==> src/rtl/alu_pkg.sv <==
// Shared definitions for the ALU flag logic: NZCV bit positions and condition codes.
package alu_pkg;

  // Bit positions inside a packed {N,Z,C,V} nibble.
  localparam int unsigned FLAG_N = 3;
  localparam int unsigned FLAG_Z = 2;
  localparam int unsigned FLAG_C = 1;
  localparam int unsigned FLAG_V = 0;

  typedef logic [3:0] nzcv_t;

  // ARM condition codes as encoded in the B.cond instruction.
  typedef enum logic [3:0] {
    CondEq = 4'h0,
    CondNe = 4'h1,
    CondHs = 4'h2,
    CondLo = 4'h3,
    CondMi = 4'h4,
    CondPl = 4'h5,
    CondVs = 4'h6,
    CondVc = 4'h7,
    CondHi = 4'h8,
    CondLs = 4'h9,
    CondGe = 4'hA,
    CondLt = 4'hB,
    CondGt = 4'hC,
    CondLe = 4'hD,
    CondAl = 4'hE,
    CondNv = 4'hF
  } cond_e;

endpackage

==> src/rtl/zero_detect.sv <==
// Wide zero detector: OR-reduce fixed-size groups, then NOR the group results.
module zero_detect #(
  parameter int unsigned WIDTH = 64
) (
  input  logic [WIDTH-1:0] data,
  output logic             zero
);

  localparam int unsigned GROUP   = 8;
  localparam int unsigned NGROUPS = (WIDTH + GROUP - 1) / GROUP;
  localparam int unsigned PADW    = NGROUPS * GROUP;

  logic [PADW-1:0]    padded;
  logic [NGROUPS-1:0] group_any;

  // Zero-extend to a whole number of groups so the last group needs no special case.
  always_comb begin
    padded             = '0;
    padded[WIDTH-1:0]  = data;
  end

  for (genvar g = 0; g < NGROUPS; g++) begin : g_group
    assign group_any[g] = |padded[g*GROUP +: GROUP];
  end

  assign zero = ~|group_any;

endmodule

==> src/rtl/flag_unit.sv <==
// NZCV derivation, one-deep EX->MEM flag slot, architectural flag register, and
// forwarded branch resolution for B.cond / CBZ.
module flag_unit
  import alu_pkg::*;
#(
  parameter int unsigned WIDTH = 64
) (
  input  logic             clk,
  input  logic             reset_n,
  input  logic [WIDTH-1:0] alu_result,
  input  logic             alu_cout,
  input  logic             alu_ovf,
  input  logic             ex_valid,
  input  logic             ex_set_flags,
  input  logic             stall,
  input  logic             flush,
  input  logic             br_valid,
  input  logic             br_is_cbz,
  input  logic [3:0]       br_cond,
  output logic [3:0]       flags_arch,
  output logic             take_branch,
  output logic             flag_hazard
);

  logic  z_ex;
  nzcv_t nzcv_ex;
  logic  ex_write;
  logic  mem_valid;
  nzcv_t mem_flags;
  nzcv_t fwd_flags;
  logic  cond_true;
  cond_e cond;

  zero_detect #(
    .WIDTH (WIDTH)
  ) u_zero_detect (
    .data (alu_result),
    .zero (z_ex)
  );

  // EX-stage flag derivation; a flushed instruction neither writes nor forwards.
  always_comb begin
    nzcv_ex         = '0;
    nzcv_ex[FLAG_N] = alu_result[WIDTH-1];
    nzcv_ex[FLAG_Z] = z_ex;
    nzcv_ex[FLAG_C] = alu_cout;
    nzcv_ex[FLAG_V] = alu_ovf;
    ex_write        = ex_valid & ex_set_flags & ~flush;
  end

  // EX->MEM slot: advances whenever the pipe is not stalled; flush only gates new entries.
  always_ff @(posedge clk or negedge reset_n) begin
    if (!reset_n) begin
      mem_valid <= 1'b0;
      mem_flags <= '0;
    end else if (!stall) begin
      mem_valid <= ex_write;
      mem_flags <= nzcv_ex;
    end
  end

  // Architectural flags take the slot contents on the same edge the slot reloads.
  always_ff @(posedge clk or negedge reset_n) begin
    if (!reset_n) begin
      flags_arch <= '0;
    end else if (mem_valid && !stall) begin
      flags_arch <= mem_flags;
    end
  end

  // Youngest producer wins: EX, then the pending slot, then committed flags.
  always_comb begin
    fwd_flags = flags_arch;
    if (ex_write) begin
      fwd_flags = nzcv_ex;
    end else if (mem_valid) begin
      fwd_flags = mem_flags;
    end
  end

  // Condition evaluation on the forwarded flags.
  always_comb begin
    cond      = cond_e'(br_cond);
    cond_true = 1'b0;
    unique case (cond)
      CondEq: cond_true = fwd_flags[FLAG_Z];
      CondNe: cond_true = ~fwd_flags[FLAG_Z];
      CondHs: cond_true = fwd_flags[FLAG_C];
      CondLo: cond_true = ~fwd_flags[FLAG_C];
      CondMi: cond_true = fwd_flags[FLAG_N];
      CondPl: cond_true = ~fwd_flags[FLAG_N];
      CondVs: cond_true = fwd_flags[FLAG_V];
      CondVc: cond_true = ~fwd_flags[FLAG_V];
      CondHi: cond_true = fwd_flags[FLAG_C] & ~fwd_flags[FLAG_Z];
      CondLs: cond_true = ~fwd_flags[FLAG_C] | fwd_flags[FLAG_Z];
      CondGe: cond_true = (fwd_flags[FLAG_N] == fwd_flags[FLAG_V]);
      CondLt: cond_true = (fwd_flags[FLAG_N] != fwd_flags[FLAG_V]);
      CondGt: cond_true = ~fwd_flags[FLAG_Z] & (fwd_flags[FLAG_N] == fwd_flags[FLAG_V]);
      CondLe: cond_true = fwd_flags[FLAG_Z] | (fwd_flags[FLAG_N] != fwd_flags[FLAG_V]);
      CondAl: cond_true = 1'b1;
      CondNv: cond_true = 1'b1;
      default: cond_true = 1'b0;
    endcase
  end

  // Branch decision; a stalled EX setter means its flags are not yet usable by B.cond.
  always_comb begin
    flag_hazard = br_valid & ~br_is_cbz & ex_write & stall;
    take_branch = 1'b0;
    if (br_valid) begin
      if (br_is_cbz) begin
        take_branch = z_ex;
      end else begin
        take_branch = cond_true & ~flag_hazard;
      end
    end
  end

endmodule
==> config.mk <==
export PLATFORM = sky130hd
export DESIGN_NAME = flag_unit
export DESIGN_NICKNAME = d
export VERILOG_FILES = /design/src/rtl/alu_pkg.sv /design/src/rtl/zero_detect.sv /design/src/rtl/flag_unit.sv
export SDC_FILE = /design/constraint.sdc
export NUM_CORES = 1
export LEC_CHECK = 0
export CORE_ASPECT_RATIO = 1.4
export CORE_MARGIN = 2
export CORE_UTILIZATION = 32
export CTS_CLUSTER_SIZE = 8
export DETAILED_ROUTE_END_ITERATION = 7
export PLACE_DENSITY = 0.85
export SYNTH_ARGS = -nofsm -noshare
export SYNTH_HDL_FRONTEND = slang
export SYNTH_HIERARCHICAL = 1
export SYNTH_SLANG_ARGS = --single-unit
==> constraint.sdc <==
create_clock -name clk -period 7.42 [get_ports clk]
set_input_delay 1.484 -clock clk [delete_from_list [all_inputs] [get_ports clk]]
set_output_delay 1.484 -clock clk [all_outputs]
set_load 0.01 [all_outputs]
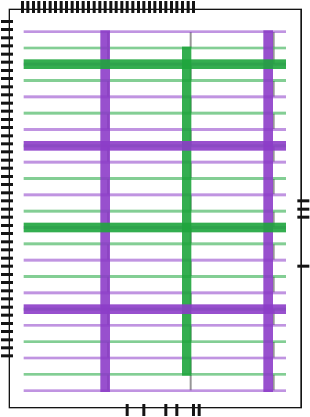
run_1/pdn.png
Scale: 6 px per um. Pins as bars on the die edge. Tap cells in gray.
legend:
  VDD:
    color: green
  VSS:
    color: purple
met5 straps: 4
tap cells: 36
signal pins: 84
met1 rails: 23

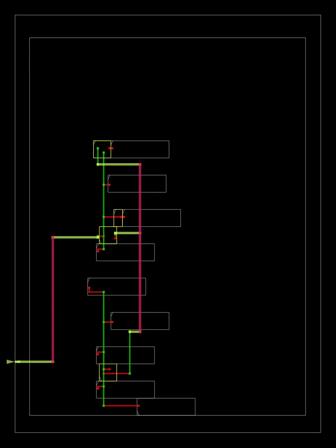
run_1/final_clocks.png
number of buffers inserted during clock tree synthesis: 3
clock network latency to the later pin of the worst-skew pair: 270 ps
clock buffers: 4
clock network power consumption: 0.0379 mW

==> summary.rpt, run 1 <==
IMPLEMENTATION SUMMARY REPORT
----------------------------------------------------
[Outcome]
  Run status ........................ finished, final reports clean

[Cells and area]
  Highest-count cells in the layout ignoring fill and taps ........................ clkdlybuf4s50_1 (83), nor4_1 (15), mux2_2 (9), dfrtp_1 (9), nand2_1 (8)
  Layout cell share with drive strength beyond 1 ........................ 10.4%
  Filler cell count ........................ 199
  Antenna fix cells ........................ 0
  Nets ........................ 262
  Most frequently placed logic cell in the final layout ........................ clkdlybuf4s50_1
  Finished layout cell area ........................ 1760 um2
  Growth of design area from synthesis to finish ........................ 99.6%

[Global route]
  Fraction of met3 tracks used by global routing ........................ 5.43%
  Routing layer with the top usage in global route ........................ met2
  Total global routing track utilization ........................ 22.0%
  Largest net degree at the start of global routing ........................ 11
  GR Overflow Total ........................ 0
  Met1 Track Usage GR ........................ 19.7%
  Initial antenna violation count ........................ 0
  Number of global-route vias before repair ........................ 1,276
  First-pass GRT wire length ........................ 5.40 mm
  Global-route track usage on met2 ........................ 43.8%

[STA]
  Number of endpoints with negative hold slack in the final report ........................ 0
  Setup TNS after final layout ........................ 0 ps
  Rel. slew slack ........................ 71.9%
  Slew of the pin with the lowest slew margin ........................ 419 ps
  Peak Freq ........................ 177 MHz
  Final setup viols ........................ 0
  Final critical delay including setup and external delays ........................ 5650 ps
  Worst clock skew ........................ 2.47 ps
  Post-layout period usage ........................ 76.1%
  Worst hold margin ........................ 535 ps
  RSZ-0062 raised after global routing ........................ no
  Final max-slew violation count ........................ 0

[Setup path]
  Count of buffering cells on the critical path with inverters included ........................ 2
  Count of cells along the worst register-to-register path ........................ 2
  Crit. path cell count ........................ 10
  Most Frequent Cell on Critical Path ........................ clkdlybuf4s50_1
  Worst path max stage delay ........................ 560 ps
  Critical Path Source Type ........................ input pin
  Crit-path max FO ........................ 3
  Arrival @ worst endpoint ........................ 4160 ps
  Capturing element type of the critical path ........................ primary output
  Cell family with most CP delay ........................ simple AND/OR/NAND/NOR gates
  Cell-by-cell listing of the critical path ........................ clkdlybuf4s50_1 -> nor4_1 -> nand4_1 -> nor4_2 -> nor2_1 -> o211ai_1 -> nand2_1 -> a311o_1 -> o2111ai_2 -> clkdlybuf4s50_1
  Endpoint required time on the critical path ........................ 5940 ps
  CP max stage cell ........................ clkdlybuf4s50_1
  Category of the most critical setup path ........................ input pin to primary output

[Placed design]
  Final Wtd Congestion ........................ 0.837
  Post-Place Cell Area ........................ 1740 um2
  Detail Placement HPWL ........................ 2.96 mm
  Total of buffers placed on input and output ports ........................ 83

[Synthesis]
  Main logic family ........................ simple AND/OR/NAND/NOR gates
  Adder and majority cell fraction of the synthesized area ........................ 0%
  Syn Inst Count ........................ 99
  Number of nets in the synthesized netlist ........................ 177
  Post-synth ARST share ........................ 100%
  Count of state elements after synthesis ........................ 9
  Avg Cell Area, Syn ........................ 8.92 um2
  Area share of xor/xnor cells in the synthesized design ........................ 5.95%
  AND-OR/OR-AND share of the synthesized area ........................ 14.7%
  Synth warn ........................ 6
  Number of flops mapped to enable cells by yosys ........................ 0
  Cell Type Count ........................ 34
  Cell accounting for the most synthesized area ........................ dfrtp_1
  Flip-flop cell with the highest count after synthesis ........................ dfrtp_1
  Number of cell instances after yosys synthesis ........................ 99
  Synth top area cells ........................ dfrtp_1 (25%), mux2_2 (11%), nor4_1 (11%), xnor2_1 (4.0%), nand4_1 (3.5%)
  YS chip area ........................ 883 um2
  Sequential fraction of the synthesis area ........................ 25.5%
  AND/OR/NAND/NOR Cells, Area Fraction ........................ 32.3%
  Synth mux share ........................ 18.1%
  Cell area after synthesis ........................ 883 um2
  Post-synth top area share ........................ 25.5%

[Floorplanning]
  Area of the chip ........................ 3200 um2
  Placement row count ........................ 22
  Count of pins on the block boundary ........................ 84
  Fraction of the core area occupied by cells at floorplan ........................ 33.8%
  Chip Height ........................ 66.2 um
  Placeable core area ........................ 2620 um2
  Width of the chip ........................ 48.4 um

[Power and ir drop]
  Leak ........................ 0.646 nW
  Worst-case vdd ir drop ........................ 0.0988 mV
  Areal power density over the cells ........................ 121 nW/um2
  Power after layout ........................ 0.214 mW

[Route]
  Number of iterations in the first detailed-routing pass ........................ 4
  Amount of wire on met3 after detailed routing ........................ 259 um
  Routed metal-1 wire length ........................ 978 um
  Mean number of vias per cell ........................ 5.30
  Total number of vias ........................ 1,161
  Uppermost layer routed ........................ met4
  Routed WL per cell ........................ 15.1 um
  First-iteration detailed-routing DRC count ........................ 25
  DRC violation count after routing ........................ 0
  Residual antenna-violating net count after detailed routing ........................ 0
  Routed wire length ........................ 3.30 mm
  Wire length on met2 ........................ 1.98 mm

[Clock network]
  Master cell of the clock root buffer ........................ clkbuf_4
  # clock sinks ........................ 9
  Worst-case clock buffer depth ........................ 2
  Clock transition time at the flip-flop clock pins of the worst setup and hold paths ........................ 50 ps
  Clock tree from TritonCTS ........................ done
  Post-CTS Hold Fix Bufs ........................ 0
  Number of H-tree branching levels ........................ 1
  Number of setup buffers added after CTS ........................ 0
  Count of instances resized after the clock tree is built ........................ 0

[Flow run]
  Count of warning messages emitted by the tools ........................ 26
  Max Cap Viol ........................ 0

[Min path]
  Number of instances on the worst hold path ........................ 1
  Hold crit path type ........................ flip-flop to flip-flop

----------------------------------------------------
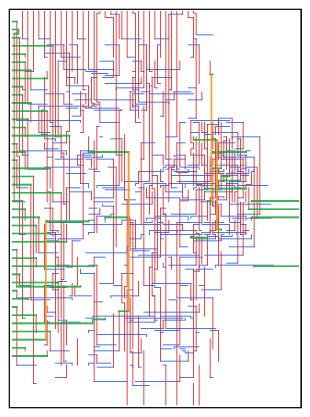
run_1/metal_stack.png
Scale: 6 px per um.
legend:
  met2:
    color: red
    wire_length: 1,980 um
  met1:
    color: blue
    wire_length: 979 um
  met3:
    color: green
    wire_length: 259 um
  met4:
    color: orange
    wire_length: 82.3 um

[run 1: area by class of cell]
cell class              instances  area [um2]  share of cell area [%]
clock buffers                   4        26.3                    1.49
inverters                       2        7.51                   0.426
multi-input cells              85         628                    35.6
flip-flops and latches          9         225                    12.8
well taps                      36        45.0                    2.56
repair buffers                 83         831                    47.1
[run 1: final timing paths]
check,start,to,slack [ps]
setup reg to reg,mem_valid$_DFFE_PN0N_,flags_arch[1]$_DFFE_PN0P_,6020
min in group asynchronous,reset_n,flags_arch[3]$_DFFE_PN0P_,1500
setup / recovery,alu_result[30],take_branch,1770
hold reg to reg,flags_arch[2]$_DFFE_PN0P_,flags_arch[2]$_DFFE_PN0P_,530
max in group asynchronous,reset_n,mem_flags[2]$_DFFE_PN0N_,5630
hold / removal,flags_arch[2]$_DFFE_PN0P_,flags_arch[2]$_DFFE_PN0P_,530
[run 1: synth_stat cells (all sizes together), types with 2 or more instances]
cell type	instances
a211oi	2
a21oi	2
buf	2
dfrtp	9
inv	2
mux2	10
mux2i	4
nand2	8
nand2b	2
nand3	2
nand4	5
nor2	7
nor2b	2
nor4	17
o211ai	2
o21ai	5
xnor2	4
xor2	2
[run 1: logic make-up (layout without fill, tap and decap cells)]
group,after synthesis,in the layout
simple gates,47,47
compound gates,18,18
mux,14,14
flops,9,9
xor+xnor,6,6
buf+inv,5,89
[run 1: report_power, final]
part           internal, mW  switching, mW
clock network        0.0207         0.0172
logic                0.0730         0.0385
registers            0.0563        0.00846
[run 1: stage by stage]
step                setup WS (ps)  utilization [%]  std cells
floorplan                    2960                -         99
global placement             1840             66.4        215
detailed placement           1780             66.4        215
CTS                          1770             67.4        219
global route                 1490             67.4        219
finish                       1770             67.4        219
[run 1: flip-flops by register name, summed over array words and instances, names as in the netlist]
register	flops
mem_valid	1
mem_flags	4
flags_arch	4
run_1/met3.png
Scale: 4 px per um. Cells faint in the background.
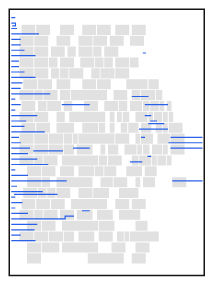

--- run 2 (diff from run 1) ---
--- a/config.mk
+++ b/config.mk
@@ -7,10 +7,10 @@
 export LEC_CHECK = 0
 export CORE_ASPECT_RATIO = 1.4
 export CORE_MARGIN = 2
-export CORE_UTILIZATION = 32
+export CORE_UTILIZATION = 30
 export CTS_CLUSTER_SIZE = 8
 export DETAILED_ROUTE_END_ITERATION = 7
-export PLACE_DENSITY = 0.85
+export PLACE_DENSITY = 0.8
 export SYNTH_ARGS = -nofsm -noshare
 export SYNTH_HDL_FRONTEND = slang
 export SYNTH_HIERARCHICAL = 1
==> constraint.sdc (replaced) <==
create_clock -name clk -period 5.2 [get_ports clk]
set_input_delay 1.04 -clock clk [delete_from_list [all_inputs] [get_ports clk]]
set_output_delay 1.04 -clock clk [all_outputs]
set_load 0.01 [all_outputs]
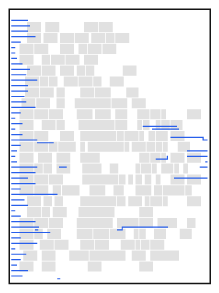
run_2/met3.png
Scale: 4 px per um. Cells faint in the background.
share of all routed wire: 7.8%
wire length on this layer: 234 um
nets with wire on the layer: 60
longest straight run: 11.3 um

==> summary.rpt, run 2 <==
IMPLEMENTATION SUMMARY REPORT
----------------------------------------------------
[Synthesis]
  YS chip area ........................ 883 um2 (unchanged)
  AND/OR/NAND/NOR Cells, Area Fraction ........................ 32.3% (unchanged)
  Number of flops mapped to enable cells by yosys ........................ 0 (unchanged)
  Avg Cell Area, Syn ........................ 8.92 um2 (unchanged)
  Synth top area cells ........................ dfrtp_1 (25%), mux2_2 (11%), nor4_1 (11%), xnor2_1 (4.0%), nand4_1 (3.5%)
  Post-synth ARST share ........................ 100% (unchanged)
  Syn Inst Count ........................ 99 (unchanged)
  Number of nets in the synthesized netlist ........................ 177 (unchanged)
  Adder and majority cell fraction of the synthesized area ........................ 0% (unchanged)
  Commonest cells post-synth ........................ nor4_1 (15), dfrtp_1 (9), mux2_2 (9)
  AND-OR/OR-AND share of the synthesized area ........................ 14.7% (unchanged)
  Count of state elements after synthesis ........................ 9 (unchanged)
  Synth mux share ........................ 18.1% (unchanged)
  Synth warn ........................ 6 (unchanged)
  Main logic family ........................ simple AND/OR/NAND/NOR gates
  Cell Type Count ........................ 34 (unchanged)
  Flip-flop cell with the highest count after synthesis ........................ dfrtp_1
  Sequential fraction of the synthesis area ........................ 25.5% (unchanged)
  Area share of xor/xnor cells in the synthesized design ........................ 5.95% (unchanged)
  Cell accounting for the most synthesized area ........................ dfrtp_1
  Number of cell instances after yosys synthesis ........................ 99 (unchanged)
  Most common cell in the netlist ........................ nor4_1
  Cell area after synthesis ........................ 883 um2 (unchanged)
  Post-synth top area share ........................ 25.5% (unchanged)

[STA]
  Slew of the pin with the lowest slew margin ........................ 370 ps (-49.6 ps)
  Post-layout period usage ........................ 92.4%
  Final max-slew violation count ........................ 0 (unchanged)
  Worst clock skew ........................ 1.16 ps (-1.30 ps)
  Final setup viols ........................ 0 (unchanged)
  Final critical delay including setup and external delays ........................ 4810 ps
  Peak Freq ........................ 208 MHz
  Final setup margin ........................ 394 ps (-1380 ps)
  Rel. slew slack ........................ 75.2% (+3.3 points)
  RSZ-0062 raised after global routing ........................ no
  Setup TNS after final layout ........................ 0 ps (unchanged)
  Number of endpoints with negative hold slack in the final report ........................ 0 (unchanged)

[Cells and area]
  Highest-count cells in the layout ignoring fill and taps ........................ clkdlybuf4s50_1 (83), nor4_1 (15), mux2_2 (9), dfrtp_1 (9), nand2_1 (8)
  Most frequently placed logic cell in the final layout ........................ clkdlybuf4s50_1
  Antenna fix cells ........................ 0 (unchanged)
  Regs by FF count ........................ flags_arch x4, mem_flags x4, mem_valid x1
  Finished layout cell area ........................ 1780 um2 (+1.1%)
  Layout cell share with drive strength beyond 1 ........................ 10.4% (unchanged)
  Nets ........................ 262 (unchanged)
  Growth of design area from synthesis to finish ........................ 102%
  Non-filler cells in the finished layout ........................ 220 (+0.46%)

[Flow run]
  Count of warning messages emitted by the tools ........................ 26 (unchanged)
  Max Cap Viol ........................ 0 (unchanged)

[Placed design]
  Detail Placement HPWL ........................ 2.78 mm (-6.0%)
  Total of buffers placed on input and output ports ........................ 83 (unchanged)
  Final Wtd Congestion ........................ 0.812 (-3.0%)
  Cells after DPL ........................ 216 (+0.47%)
  Pre-CTS worst setup slack ........................ 380 ps (-1400 ps)
  Post-Place Cell Area ........................ 1740 um2 (about the same)

[Setup path]
  Cell family with most CP delay ........................ simple AND/OR/NAND/NOR gates
  Crit. path cell count ........................ 10 (unchanged)
  Crit-path max FO ........................ 3 (unchanged)
  Category of the most critical setup path ........................ input pin to primary output
  Endpoint required time on the critical path ........................ 4160 ps (-1780 ps)
  Capture point of the critical path ........................ take_branch
  Slack of the worst reg-to-reg path ........................ 3810 ps (-2210 ps)
  Most Frequent Cell on Critical Path ........................ clkdlybuf4s50_1
  Count of buffering cells on the critical path with inverters included ........................ 2 (unchanged)
  Capturing element type of the critical path ........................ primary output
  Critical Path Source Type ........................ input pin
  Worst path max stage delay ........................ 560 ps (about the same)
  Count of cells along the worst register-to-register path ........................ 2 (unchanged)
  RR Endpoint ........................ flags_arch[2]$_DFFE_PN0P_
  Arrival @ worst endpoint ........................ 3770 ps (-390 ps)
  Worst setup path start ........................ alu_result[14]
  Cell-by-cell listing of the critical path ........................ clkdlybuf4s50_1 -> nor4_1 -> nand4_1 -> nor4_2 -> nor2_1 -> o211ai_1 -> nand2_1 -> a311o_1 -> o2111ai_2 -> clkdlybuf4s50_1
  CP max stage cell ........................ clkdlybuf4s50_1
  Reg2Reg Launch Point ........................ mem_valid$_DFFE_PN0N_

[Clock network]
  Number of buffers inserted during clock tree synthesis ........................ 3 (unchanged)
  Clock tree from TritonCTS ........................ done
  Post-CTS Hold Fix Bufs ........................ 0 (unchanged)
  Clock transition time at the flip-flop clock pins of the worst setup and hold paths ........................ 40 ps (about the same)
  Clock network latency to the later pin of the worst-skew pair ........................ 220 ps (-50 ps)
  Number of H-tree branching levels ........................ 1 (unchanged)
  Master cell of the clock root buffer ........................ clkbuf_8
  Count of instances resized after the clock tree is built ........................ 0 (unchanged)
  Number of setup buffers added after CTS ........................ 0 (unchanged)
  # clock sinks ........................ 9 (unchanged)
  Worst-case clock buffer depth ........................ 2 (unchanged)

[Floorplanning]
  Chip Height ........................ 68.2 um (+3.1%)
  Count of pins on the block boundary ........................ 84 (unchanged)
  Width of the chip ........................ 49.9 um (+3.0%)
  Fraction of the core area occupied by cells at floorplan ........................ 31.0% (-2.8 points)
  Placement row count ........................ 23 (+4.5%)
  Area of the chip ........................ 3400 um2 (+6.2%)
  Placeable core area ........................ 2850 um2 (+8.9%)

[Global route]
  Number of global-route vias before repair ........................ 1,185 (-7.1%)
  Met1 Track Usage GR ........................ 17.2% (-2.6 points)
  Largest net degree at the start of global routing ........................ 11 (unchanged)
  Initial antenna violation count ........................ 0 (unchanged)
  Routing layer with the top usage in global route ........................ met2
  Total global routing track utilization ........................ 18.3% (-3.7 points)
  Global-route track usage on met2 ........................ 37.7% (-6.1 points)
  Fraction of met3 tracks used by global routing ........................ 3.06% (-2.4 points)
  First-pass GRT wire length ........................ 4.77 mm (-12%)
  GR Overflow Total ........................ 0 (unchanged)

[Outcome]
  Run status ........................ finished, final reports clean

[Power and ir drop]
  Worst-case vdd ir drop ........................ 0.133 mV (+34%)
  Power after layout ........................ 0.325 mW (+52%)
  Leak ........................ 0.654 nW (+1.2%)
  Areal power density over the cells ........................ 182 nW/um2 (+50%)

[Route]
  Total number of vias ........................ 1,160 (-0.086%)
  Residual antenna-violating net count after detailed routing ........................ 0 (unchanged)
  Number of iterations in the first detailed-routing pass ........................ 4 (unchanged)
  Mean number of vias per cell ........................ 5.27 (-0.54%)
  First-iteration detailed-routing DRC count ........................ 14 (-44%)
  Routed wire length ........................ 3.00 mm (-8.9%)
  Routed WL per cell ........................ 13.7 um (-9.3%)
  DRC violation count after routing ........................ 0 (unchanged)

[Min path]
  Hold crit path type ........................ flip-flop to flip-flop

----------------------------------------------------
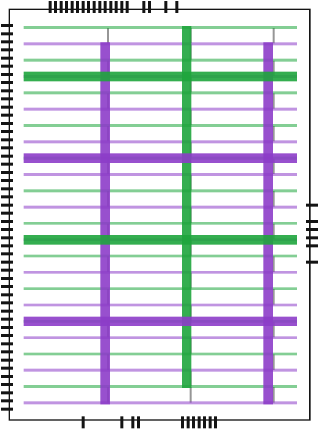
run_2/pdn.png
Scale: 6 px per um. Pins as bars on the die edge. Tap cells in gray.
legend:
  VSS:
    color: purple
  VDD:
    color: green
met4 straps: 3
tap cells: 37
rows: 23

==> run 2: per-layer routing <==
metal  vias up  wire length, um
met5         -                0
met4         0               49
met3         4              233
met2        67             1780
met1       527              941
li1        562                -
==> run 2: power by group <==
part           total, mW  switching, mW  internal (mW)
Combinational      0.158         0.0538          0.104
Clock             0.0761         0.0231         0.0530
Sequential        0.0913         0.0106         0.0806
==> run 2: worst min-delay path by stage <==
stage	start	end	slack (ps)	cells after the start
floorplan	mem_flags[1]$_DFFE_PN0N_	flags_arch[1]$_DFFE_PN0P_	500	1
global placement	mem_flags[1]$_DFFE_PN0N_	flags_arch[1]$_DFFE_PN0P_	510	1
detailed placement	mem_flags[1]$_DFFE_PN0N_	flags_arch[1]$_DFFE_PN0P_	520	1
CTS	mem_flags[1]$_DFFE_PN0N_	flags_arch[1]$_DFFE_PN0P_	530	1
global route	mem_flags[2]$_DFFE_PN0N_	flags_arch[2]$_DFFE_PN0P_	570	1
finish	mem_flags[1]$_DFFE_PN0N_	flags_arch[1]$_DFFE_PN0P_	530	1
==> run 2: cell type report <==
type	instances	area [um2]
Fill cell	233	1070
Sequential cell	9	225
Tap cell	37	46.3
Clock buffer	4	45.0
Timing Repair Buffer	83	831
Inverter	2	7.51
Multi-Input combinational cell	85	628
==> run 2: through the flow <==
stage	util (%)	hold WS, ps
2_1_floorplan	-	497
3_3_place_gp	61.0	515
3_5_place_dp	61.0	524
4_1_cts	62.6	533
5_1_grt	62.6	567
6_report	62.6	531
==> run 2: worst register-to-register path, stage by stage (launching register included) <==
cell     delay [ps]
dfrtp_1         510
nor2b_1         380
mux2_2          380
==> run 2: logic make-up (layout without fill, tap and decap cells) <==
family | Yosys count | after routing
xor+xnor | 6 | 6
simple gates | 47 | 47
flops | 9 | 9
mux | 14 | 14
buf+inv | 5 | 89
compound gates | 18 | 18
Power figures rest on the tool's default switching activity, not on a simulated workload.
